===== config.mk =====
export PLATFORM = sky130hd
export DESIGN_NAME = exp_engine
export DESIGN_NICKNAME = d
export VERILOG_FILES = /design/src/rtl/exp_engine.sv
export SDC_FILE = /design/constraint.sdc
export NUM_CORES = 1
export LEC_CHECK = 0
export CORE_ASPECT_RATIO = 0.9
export CORE_MARGIN = 2
export CORE_UTILIZATION = 60
export CTS_BUF_LIST = sky130_fd_sc_hd__clkbuf_16
export CTS_CLUSTER_DIAMETER = 40
export DETAILED_ROUTE_END_ITERATION = 10
export PLACE_DENSITY = 0.78
export SLEW_MARGIN = 20
export SYNTH_ARGS = -nofsm -noshare
export SYNTH_HDL_FRONTEND = slang
export SYNTH_SLANG_ARGS = --single-unit
export TNS_END_PERCENT = 100

===== constraint.sdc =====
create_clock -name clk -period 18.8 [get_ports clk]
set_clock_uncertainty 0.05 [all_clocks]
set_input_delay 2.82 -clock clk [delete_from_list [all_inputs] [get_ports clk]]
set_output_delay 2.82 -clock clk [all_outputs]
set_load 0.02 [all_outputs]

===== src/rtl/exp_engine.sv =====
// ============================================================================
//  Module      : exp_engine
//  Description : Fixed-point e^x * 2^ui via truncated Taylor series on one
//                shared multiplier, with valid/ready operand and result ports.
//  Revision    : 1.0 - initial release
// ============================================================================
`default_nettype none

module exp_engine #(
  parameter int FRAC_W = 5,
  parameter int F      = 16,
  parameter int INT_W  = 2,
  parameter int UI_W   = 2,
  parameter int TERMS  = 8,
  localparam int OUT_W = INT_W + F + (1 << UI_W) - 1
) (
  input  logic              clk,
  input  logic              rst,
  input  logic              in_valid,
  output logic              in_ready,
  input  logic [FRAC_W-1:0] in_frac,
  input  logic [UI_W-1:0]   in_ui,
  output logic              out_valid,
  input  logic              out_ready,
  output logic [OUT_W-1:0]  out_data,
  output logic              busy
);

  localparam int SUM_W = INT_W + F;
  localparam logic [F:0]       c_one     = {1'b1, {F{1'b0}}};
  localparam logic [SUM_W-1:0] c_oneSum  = SUM_W'(c_one);
  localparam logic [3:0]       c_lastK   = 4'(TERMS - 1);

  typedef enum logic [2:0] {
    IDLE  = 3'd0,
    INIT  = 3'd1,
    MUL_X = 3'd2,
    MUL_C = 3'd3,
    DONE  = 3'd4
  } stateT;

  stateT            r_state;
  logic [F-1:0]     r_x;
  logic [UI_W-1:0]  r_ui;
  logic [F-1:0]     r_term;
  logic [SUM_W-1:0] r_sum;
  logic [3:0]       r_k;
  logic [OUT_W-1:0] r_outData;
  logic             r_outValid;

  // Reciprocal coefficients floor(2^F / k); entries 0 and 1 are never selected.
  logic [F-1:0] w_coefTable [16];

  genvar gi;
  generate
    for (gi = 0; gi < 16; gi++) begin : g_coef
      if (gi < 2) begin : g_unusedSlot
        assign w_coefTable[gi] = '0;
      end else begin : g_recip
        assign w_coefTable[gi] = F'(c_one / (F+1)'(gi));
      end
    end
  endgenerate

  logic [F-1:0]     w_mulB;
  logic [F-1:0]     w_mulOut;
  logic [F-1:0]     w_unusedProdLo;
  logic [SUM_W-1:0] w_sumNext;

  // Single shared multiplier: operand B alternates between x and C_k.
  always_comb begin
    w_mulB = (r_state == MUL_X) ? r_x : w_coefTable[r_k];
    {w_mulOut, w_unusedProdLo} = r_term * w_mulB;
    w_sumNext = r_sum + SUM_W'(w_mulOut);
  end

  always_ff @(posedge clk or posedge rst) begin
    if (rst) begin
      r_state    <= IDLE;
      r_x        <= '0;
      r_ui       <= '0;
      r_term     <= '0;
      r_sum      <= '0;
      r_k        <= '0;
      r_outData  <= '0;
      r_outValid <= 1'b0;
    end else begin
      case (r_state)
        IDLE: begin
          if (in_valid) begin
            r_x     <= F'(in_frac) << (F - FRAC_W);
            r_ui    <= in_ui;
            r_state <= INIT;
          end
        end
        INIT: begin
          r_term  <= r_x;
          r_sum   <= c_oneSum + SUM_W'(r_x);
          r_k     <= 4'd2;
          r_state <= MUL_X;
        end
        MUL_X: begin
          r_term  <= w_mulOut;
          r_state <= MUL_C;
        end
        MUL_C: begin
          r_term <= w_mulOut;
          r_sum  <= w_sumNext;
          r_k    <= r_k + 4'd1;
          if (r_k == c_lastK) begin
            r_outData  <= OUT_W'(w_sumNext) << r_ui;
            r_outValid <= 1'b1;
            r_state    <= DONE;
          end else begin
            r_state <= MUL_X;
          end
        end
        DONE: begin
          if (out_ready) begin
            r_outValid <= 1'b0;
            r_state    <= IDLE;
          end
        end
        default: r_state <= IDLE;
      endcase
    end
  end

  assign in_ready  = (r_state == IDLE);
  assign busy      = (r_state != IDLE);
  assign out_valid = r_outValid;
  assign out_data  = r_outData;

endmodule

`default_nettype wire


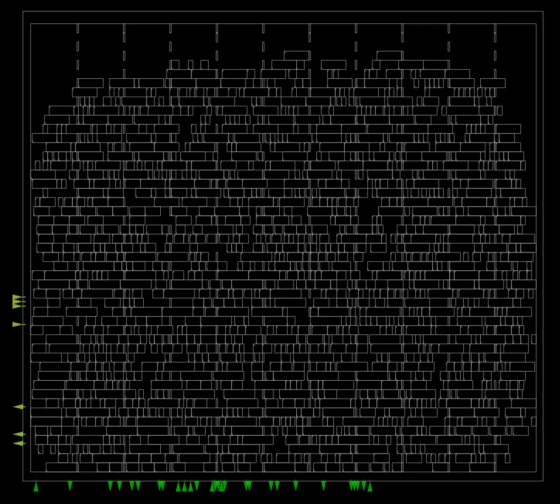
**Above:** run 1 (placement view).
final instance count without filler cells: 1635
FILL cells: 1652

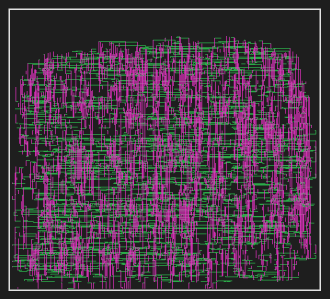
**Above:** run 1 (metal layers overlaid).
Drawn at 2 px/um. Two of the layers only.
| colour | layer | wire length |
|---|---|---|
| green | met1 | 12100 um |
| magenta | met2 | 13800 um |
via count: 9252
Routed wire per std cell: 17.1 um
final wirelength: 28.0 mm
Tot GR Track Use: 28.2%

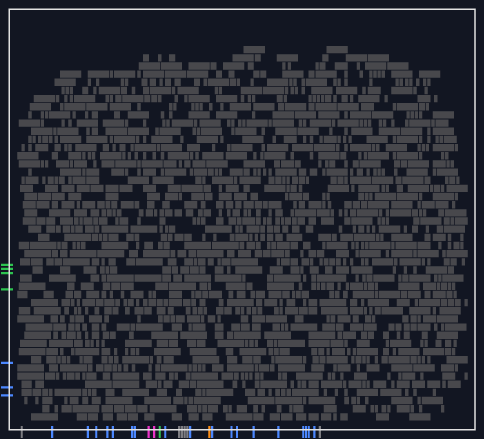
**Above:** run 1 (ports around the boundary).
Drawn at 3 px/um. Pins as bars across the die edge, other pins in grey.
| colour | port | pins | direction | edge |
|---|---|---|---|---|
| orange | out_valid | 1 | output | south |
| blue | out_data | 21 | output | 18 south, 3 west |
| magenta | in_ui | 2 | input | south |
| green | in_frac | 5 | input | 4 west, 1 south |
all pins by edge: 28 south, 7 west

## run 1: per-stage QoR
step                worst slack (ns)  hold WS (ns)
finish                          8.54         0.428
global route                    7.82         0.451
CTS                             8.27         0.431
detailed placement              8.26         0.419
global placement                8.45         0.413
floorplan                       9.76         0.406
## run 1: power by group through the flow
stage	clock network [uW]	logic [uW]	registers, uW
2_1_floorplan	0	735	258
3_3_place_gp	0	992	302
3_5_place_dp	0	1020	304
4_1_cts	147	1030	302
5_1_grt	154	1160	315
6_report	146	1030	306
## run 1: sequential cells by signal (all words and copies together) (netlist names)
register	count
out_data	21
r_sum	18
r_term	16
r_x	5
r_k	4
r_state	3
r_ui	2
out_valid	1
==> GITHUB_STEP_SUMMARY, run 1 <==
## Implementation flow summary

| Metric | Value |
|---|---|
| Status | finished, final reports clean |
| Logic area | 9340 um2 |
| Cell Pwr Density | 113 nW/um2 |
| Combinational share of cell area | 71.3% |
| Vias per cell | 5.66 |
| WL met1 | 12.1 mm |
| DP Area | 12900 um2 |
| Top layer in use | met4 |
| Ys flop type | dfrtp_1 |
| Rel. slew slack | 28.9% |
| CP endpoint | out_data[14] |
| Flops | 70 |
| Inverters | 255 |
| Ports | 35 |
| GPL Wtd Cong | 0.886 |
| Routed length on met2 | 13.8 mm |
| Synth logic family | adder cells |
| Syn Nets | 1705 |
| CTS root buf | clkbuf_16 |
| Post-Synthesis Cells | 1373 |
| Fmax | 97.4 MHz |
| Compound Share, Synth | 10.8% |
| H-tree depth | 3 |
| Leading cell kind | combinational gates |
| Number of enable flip-flop cells | 0 |
| Drt initial violations | 569 |
| Worst hold start | out_data[5] |
| Clkbuf count | 9 |
| # Taps | 255 |
| Cell area leaders | fa_1 (32%), dfrtp_1 (14%), ha_1 (13%) |
| Sw Share | 53.4% |
| Fraction of area in registers | 13.4% |
| Post-synthesis cell type count | 56 |
| DIE AREA | 21600 um2 |
| Bufs w/o clock | 54 |
| Global routing usage on met2 | 48.0% |
| Area leader, netlist | fa_1 |
| Flop area | 1750 um2 |
| M1 GR Usage | 39.1% |
| Largest net degree at the start of global routing | 71 |
| OpenROAD warnings | 34 |
| Share of the synthesized area in the top cell type | 31.6% |
| Worst Hold Class | reg -> reg |
| Row Count | 49 |
| Synth warn | 0 |
| Die Span X | 155 um |
| Port Buffers | 34 |
| Final Total Pwr | 1480 uW |
| Setup repair after global routing missed its margin | false |
| Drt first pass iters | 5 |
| Nets | 1709 |
| GRT overflow | 0 |
| Slew Limit Fails | 0 |
| Setup TNS | 0 ns |
| Clock latency on the worst-skew pair | 0.34 ns |
| Biggest cell delay along the critical path | 0.82 ns |
| Non-clk buf share | 3.74% |
| RR Startpoint | r_k[0] |
| Antenna viol nets, final | 0 |
| Placed cell count | 1620 |
| Seq cells post-synth | 70 |
| Clock-pin transition on the worst setup and hold timing paths | 0.05 ns |
| Number of max-cap violations | 0 |
| Met3 routed WL | 1.50 mm |
| Comb power frac | 69.5% |
| Number of global-route vias before repair | 9796 |
| CTS max path bufs | 2 |
| Layout Area Growth over Synthesis | 6.76% |
| Syn avg cell area | 8.94 um2 |
| Initial antenna violation count | 0 |
| CTS resizes | 0 |
| Most frequent cells in the layout | inv_1 (254), nand2_1 (200), fa_1 (194) |
| Layout cell share with drive strength beyond 1 | 3.99% |
| DPL Wire Length | 21.8 mm |
| Crit path DRT | 18.98 ns |
| LEAKAGE | 0.00678 uW |
| Critical Path Stages | 35 |
| Synth cell count leaders | inv_1 (253), nand2_1 (200), fa_1 (194), ha_1 (127), and2_1 (123) |
| Global-route wire length before repair | 48.8 mm |
| Cell area after synthesis | 12300 um2 |
| VDD IR-drop max | 0.0880 mV |
| Commonest Layout Cell | inv_1 |
| Final hold vios | 0 |
| Final period util | 54.6% |
| XOR/XNOR Area Share | 2.07% |
| Number of CTS-inserted buffers | 9 |
**Run 1: layout detail**

Window x 57 to 97, y 50 to 90 um. Cells in grey, sequential cells in the stronger grey; small squares are vias.
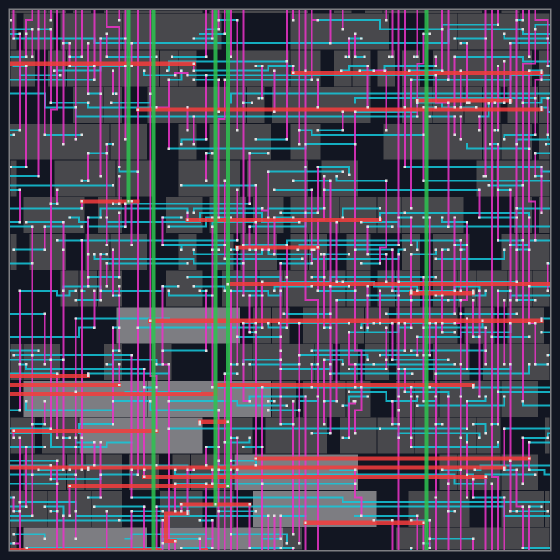

==> inputs of run 2 (changes only) <==
--- a/config.mk
+++ b/config.mk
@@ -7,11 +7,11 @@
 export LEC_CHECK = 0
 export CORE_ASPECT_RATIO = 0.9
 export CORE_MARGIN = 2
-export CORE_UTILIZATION = 60
+export CORE_UTILIZATION = 59
 export CTS_BUF_LIST = sky130_fd_sc_hd__clkbuf_16
 export CTS_CLUSTER_DIAMETER = 40
 export DETAILED_ROUTE_END_ITERATION = 10
-export PLACE_DENSITY = 0.78
+export PLACE_DENSITY = 0.8
 export SLEW_MARGIN = 20
 export SYNTH_ARGS = -nofsm -noshare
 export SYNTH_HDL_FRONTEND = slang
==> constraint.sdc (replaced) <==
create_clock -name clk -period 9.3 [get_ports clk]
set_clock_uncertainty 0.05 [all_clocks]
set_input_delay 1.395 -clock clk [delete_from_list [all_inputs] [get_ports clk]]
set_output_delay 1.395 -clock clk [all_outputs]
set_load 0.02 [all_outputs]
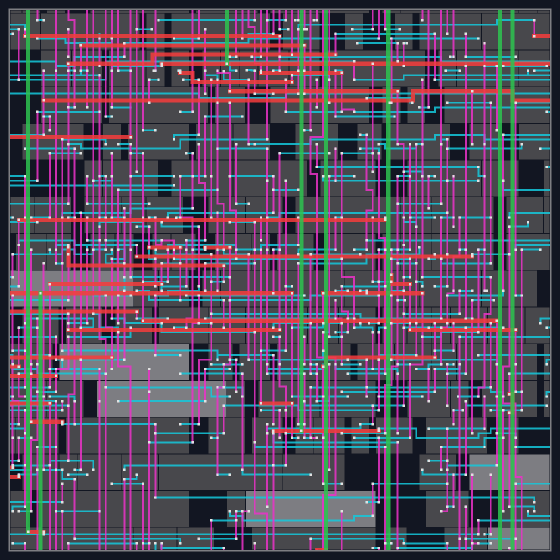
**Above:** run 2 (layout detail).
Window x 58 to 98, y 50 to 90 um. Cells in grey, sequential cells in the stronger grey; small squares are vias.
| colour | layer |
|---|---|
| green | met4 |
| cyan | met1 |
| red | met3 |
| magenta | met2 |
sequential cells in the window: 6
most frequent: buf_4 (25), inv_1 (13), nand2_1 (10)
cells with their middle in the window: 146
netlist names of flops here include: r_k (4), r_term (2)

==> GITHUB_STEP_SUMMARY, run 2 <==
## Implementation flow summary

| Metric | Value |
|---|---|
| Status | finished, final reports clean |
| Sw Share | 50.4% (-2.9 points) |
| Comb power frac | 72.5% (+3.0 points) |
| Number of global-route vias before repair | 10000 (+2.5%) |
| CTS max path bufs | 2 (unchanged) |
| Slack of the critical path | 0.146 ns (-8.39 ns) |
| GPL Wtd Cong | 0.928 (+4.7%) |
| Syn avg cell area | 8.94 um2 (unchanged) |
| Number of CTS-inserted buffers | 9 (unchanged) |
| Slew Limit Fails | 0 (unchanged) |
| Clock-pin transition on the worst setup and hold timing paths | 0.06 ns (about the same) |
| WS Path Type | reg -> reg |
| Ys flop type | dfrtp_1 |
| CTS root buf | clkbuf_16 |
| Most frequent cells in the layout | inv_1 (252), nand2_1 (200), fa_1 (190) |
| P_clk | 351 uW (+140%) |
| Final period util | 98.4% (+44 points) |
| Worst Hold Class | reg -> reg |
| Number of enable flip-flop cells | 0 (unchanged) |
| Ports | 35 (unchanged) |
| DP Area | 13200 um2 (+2.4%) |
| Commonest Layout Cell | inv_1 |
| Worst hold start | out_data[3] |
| Clock latency on the worst-skew pair | 0.33 ns (about the same) |
| Row Count | 50 (+2.0%) |
| Initial antenna violation count | 0 (unchanged) |
| Routed length on met2 | 15.0 mm (+8.7%) |
| Area leader, netlist | fa_1 |
| Hold_ws | 0.425 ns (-0.00362 ns) |
| M1 GR Usage | 37.8% (-1.2 points) |
| Largest register FFs | 21 (unchanged) |
| Synth warn | 0 (unchanged) |
| Global-route wire length before repair | 49.4 mm (+1.2%) |
| Port Buffers | 34 (unchanged) |
| Via count | 9796 (+5.9%) |
| CTS resizes | 4 (+4) |
| Final Total Pwr | 3410 uW (+130%) |
| WL met1 | 12.4 mm (+2.0%) |
| Nets | 1777 (+4.0%) |
| Final wirelength | 30.2 mm (+7.6%) |
| Drt initial violations | 573 (+0.70%) |
| Die Span X | 156 um (+0.82%) |
| Syn Nets | 1705 (unchanged) |
| Top Consumer | combinational logic |
| Vias per cell | 5.73 (+1.2%) |
| Global routing usage on met2 | 48.2% (+0.23 points) |
| Routed wire per std cell | 17.6 um (+2.9%) |
| RR Startpoint | r_k[2] |
| CP endpoint | out_data[17] |
| Seq pwr | 588 uW (+92%) |
| Share of the synthesized area in the top cell type | 31.6% (unchanged) |
| Cell area leaders | fa_1 (32%), dfrtp_1 (14%), ha_1 (13%) |
| Synth cell count leaders | inv_1 (253), nand2_1 (200), fa_1 (194), ha_1 (127), and2_1 (123) |
| LEAKAGE | 0.00720 uW (+6.1%) |
| Layout Area Growth over Synthesis | 14.4% |
| Antenna viol nets, final | 0 (unchanged) |
| VDD IR-drop max | 0.173 mV (+97%) |
| Met3 routed WL | 1.72 mm (+15%) |
| Final hold vios | 0 (unchanged) |
| Post-synthesis cell type count | 56 (unchanged) |
| GRT overflow | 0 (unchanged) |
| Seq cells post-synth | 70 (unchanged) |
| Fmax | 109 MHz (+12%) |
| Placed cell count | 1663 (+2.7%) |
| Number of max-cap violations | 0 (unchanged) |
| Crit path DRT | 9.46 ns (-9.52 ns) |
| Dpl ws | -0.201 ns (-8.46 ns) |
| Critical Path Stages | 36 (+2.9%) |
| Setup TNS | 0 ns (unchanged) |
| Rel. slew slack | 29.6% (+0.69 points) |
| Drt first pass iters | 4 (-1) |
| DIE AREA | 22000 um2 (+1.6%) |
| Cell area after synthesis | 12300 um2 (unchanged) |
| Tot GR Track Use | 28.4% (+0.22 points) |
| OpenROAD warnings | 34 (unchanged) |
| Final instance count without filler cells | 1710 (+4.6%) |
| Biggest cell delay along the critical path | 0.58 ns (-0.24 ns) |
| DPL Wire Length | 23.1 mm (+5.8%) |
| H-tree depth | 3 (unchanged) |
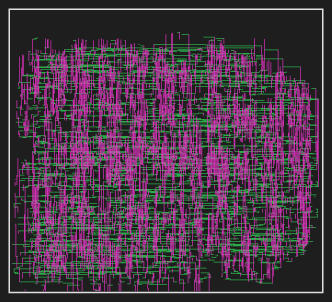
**Above:** run 2 (metal layers overlaid).
Drawn at 2 px/um. Two of the layers only.
| colour | layer | wire length |
|---|---|---|
| green | met1 | 12400 um |
| magenta | met2 | 15000 um |

[run 2: layout make-up]
type	count	area, um2
Multi-Input combinational cell	987	9620
Clock inverter	7	81.3
Timing Repair Buffer	122	1080
Sequential cell	70	1760
Fill cell	1552	6530
Inverter	255	962
Tap cell	260	325
Clock buffer	9	225
[run 2: kinds of logic (layout without fill, tap and decap cells)]
logic type               Yosys count  in the layout  synth area share, %
AND/OR/NAND/NOR                  413            413                 16.3
adder cells (fa/ha/maj)          321            321                 44.6
buffers and inverters            316            393                 9.68
AND-OR/OR-AND                    199            199                 10.8
flip-flops                        70             70                 14.3
XOR/XNOR                          29             29                 2.07
multiplexers                      25             25                 2.36
**Run 2: ports around the boundary**

Drawn at 3 px/um. Pins as bars across the die edge, other pins in grey.
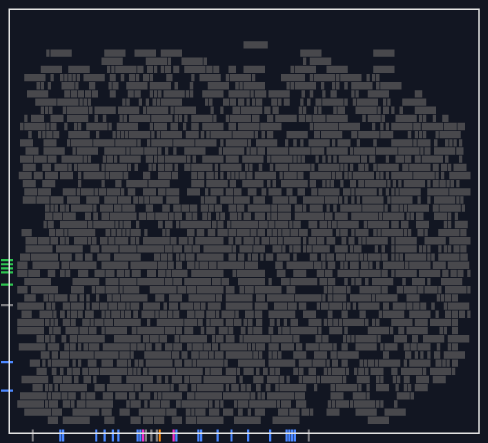

==> inputs of run 3 (changes only) <==
--- a/config.mk
+++ b/config.mk
@@ -7,11 +7,11 @@
 export LEC_CHECK = 0
 export CORE_ASPECT_RATIO = 0.9
 export CORE_MARGIN = 2
-export CORE_UTILIZATION = 59
+export CORE_UTILIZATION = 49
 export CTS_BUF_LIST = sky130_fd_sc_hd__clkbuf_16
 export CTS_CLUSTER_DIAMETER = 40
 export DETAILED_ROUTE_END_ITERATION = 10
-export PLACE_DENSITY = 0.8
+export PLACE_DENSITY = 0.68
 export SLEW_MARGIN = 20
 export SYNTH_ARGS = -nofsm -noshare
 export SYNTH_HDL_FRONTEND = slang
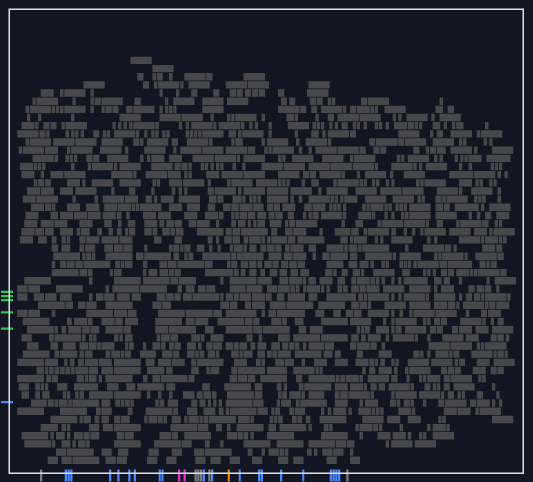
**Above:** run 3 (ports around the boundary).
Drawn at 3 px/um. Pins as bars across the die edge, other pins in grey.
| colour | port | pins | direction | edge |
|---|---|---|---|---|
| blue | out_data | 21 | output | 20 south, 1 west |
| orange | out_valid | 1 | output | south |
| green | in_frac | 5 | input | west |
| magenta | in_ui | 2 | input | south |
Port Buffers: 34
Die Y: 154 um
Die Span X: 171 um

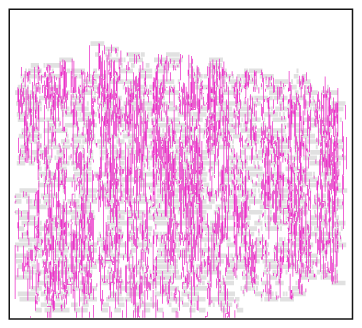
**Above:** run 3 (signal wires on met2).
Drawn at 2 px/um. Cells faint in the background.
nets with wire on the layer: 1508
longest straight run: 51.3 um
share of all routed wire: 49%

==> GITHUB_STEP_SUMMARY, run 3 <==
## Implementation flow summary

| Metric | Value |
|---|---|
| M1 GR Usage | 33.0% (-4.8 points) |
| Met3 routed WL | 1.51 mm (-12%) |
| Cell area leaders | fa_1 (32%), dfrtp_1 (14%), ha_1 (13%) |
| Largest net degree at the start of global routing | 71 |
| Cell area after synthesis | 12300 um2 (unchanged) |
| Antenna viol nets, final | 0 (unchanged) |
| XOR/XNOR Area Share | 2.07% (unchanged) |
| Compound Share, Synth | 10.8% (unchanged) |
| DP Area | 13300 um2 (+0.91%) |
| Initial antenna violation count | 0 (unchanged) |
| Setup crit start kind | register |
| Number of enable flip-flop cells | 0 (unchanged) |
| Ports | 35 (unchanged) |
| Flops | 70 (unchanged) |
| Number of CTS-inserted buffers | 9 (unchanged) |
| P_clk | 293 uW (-17%) |
| WL met1 | 13.3 mm (+8.0%) |
| Slew Limit Fails | 0 (unchanged) |
| DPL Wire Length | 23.3 mm (+1.1%) |
| Slack of the critical path | 0.283 ns (+0.137 ns) |
| Hold_ws | 0.427 ns (+0.00218 ns) |
| FILL cells | 2170 (+40%) |
| Vias per cell | 5.39 (-5.9%) |
| Syn Nets | 1705 (unchanged) |
| Final wirelength | 30.3 mm (+0.46%) |
| Dpl ws | -0.0295 ns (+0.171 ns) |
| Syn avg cell area | 8.94 um2 (unchanged) |
| Number of max-cap violations | 0 (unchanged) |
| Flop area | 1760 um2 (unchanged) |
| Top layer in use | met4 |
| Bufs w/o clock | 117 (-4.1%) |
| Layout clock area frac | 1.74% (-0.44 points) |
| Rel. slew slack | 32.7% (+3.1 points) |
| GPL Wtd Cong | 0.875 (-5.7%) |
| Multiplexer area fraction after synthesis | 2.36% (unchanged) |
| Row Count | 54 (+8.0%) |
| Synth warn | 0 (unchanged) |
| DIE AREA | 26300 um2 (+20%) |
| # Taps | 336 (+29%) |
| Clock-pin transition on the worst setup and hold timing paths | 0.05 ns (about the same) |
| Inverters | 255 (unchanged) |
| Placed cell count | 1740 (+4.6%) |
| Seq pwr | 581 uW (-1%) |
| Synth cell count leaders | inv_1 (253), nand2_1 (200), fa_1 (194), ha_1 (127), and2_1 (123) |
| CTS max path bufs | 2 (unchanged) |
| RR Startpoint | r_k[1] |
| CP Max Fanout | 11 |
| Setup Viol. Count Final | 0 |
| Drt initial violations | 481 (-16%) |
| Logic area | 9670 um2 (+0.56%) |
| Yosys adder share | 44.6% (unchanged) |
| Drt first pass iters | 5 (+1) |
| Crit path from | r_k[1] |
| Status | finished, final reports clean |
| Routed wire per std cell | 17.0 um (-3.4%) |
| Area leader, netlist | fa_1 |
| Fraction of area in registers | 12.5% (-0.018 points) |
| Fmax | 111 MHz (+1.5%) |
| Clock share of power | 8.7% |
| Leading cell kind | combinational gates |
| Core Util, Final | 57.5% |
| Post-synthesis cell type count | 56 (unchanged) |
| CTS root buf | clkbuf_16 |
| Final Total Pwr | 3350 uW (-1.9%) |
| Worst Hold Class | reg -> reg |
| Final period util | 97.0% (-1.5 points) |
| Largest register FFs | 21 (unchanged) |
| H-tree depth | 3 (unchanged) |
| Top Consumer | combinational logic |
| Number of cells in Yosys stat | 1373 |
| Crit path DRT | 9.46 ns (about the same) |
| Commonest Layout Cell | inv_1 |
| Setup TNS | 0 ns (unchanged) |
| Most frequent cells in the layout | inv_1 (249), nand2_1 (198), fa_1 (189) |
| Clkbuf count | 9 (unchanged) |
| Simple-Gate Area Share | 16.3% (unchanged) |
| R2R depth | 36 |
| CTS tree | built |
| Tot GR Track Use | 24.0% (-4.4 points) |
| Global routing usage on met2 | 39.8% (-8.4 points) |
| Final hold vios | 0 (unchanged) |
| Share of the synthesized area in the top cell type | 31.6% (unchanged) |
| Non-clk buf share | 7.19% (-0.47 points) |
| WS Path Type | reg -> reg |
| Nets | 1772 (-0.28%) |
| Global-route wire length before repair | 50.1 mm (+1.5%) |
| Seq cells post-synth | 70 (unchanged) |
| Synth logic family | adder cells |
| Combinational share of cell area | 68.8% (+0.29 points) |
| Final instance count without filler cells | 1779 (+4.0%) |
| GRT overflow | 0 (unchanged) |
| OpenROAD warnings | 34 (unchanged) |
| MI comb cells | 987 (unchanged) |
| Clock latency on the worst-skew pair | 0.33 ns (about the same) |
| Comb pwr | 2480 uW |
| Biggest cell delay along the critical path | 0.54 ns (-0.04 ns) |
| Layout Area Growth over Synthesis | 14.6% |
| VDD IR-drop max | 0.142 mV (-18%) |
| Critical Path Stages | 36 (unchanged) |
| CP endpoint | out_data[17] |
| Core area | 24500 um2 |
| Crit. End Element | register |
| LEAKAGE | 0.00716 uW (-0.55%) |
| Via count | 9589 (-2.1%) |
| Routed length on met2 | 14.8 mm (-1.5%) |
| Comb power frac | 73.9% (+1.4 points) |
| Ys flop type | dfrtp_1 |
| Number of global-route vias before repair | 9885 (-1.5%) |
| Sw Share | 51.9% (+1.4 points) |
==> run 3: how the worst min path moves through the flow <==
stage	from	end	cells past startpoint
6_report	out_data[6]	out_data[6]	2
5_1_grt	out_data[20]	out_data[20]	1
4_1_cts	out_data[6]	out_data[6]	2
3_5_place_dp	out_data[6]	out_data[6]	2
3_3_place_gp	out_data[3]	out_data[3]	2
2_1_floorplan	r_sum[0]	r_sum[0]	2
==> run 3: repair_timing <==
item                                    4_1_cts  5_1_grt
cloned                                        0        1
endpoints found under the setup margin        3       19
hold endpoints to repair                      0        0
buffers inserted                              0       24
gates resized                                 2       89
pin swaps                                     0       39
Power is estimated from default activity; no workload was simulated.
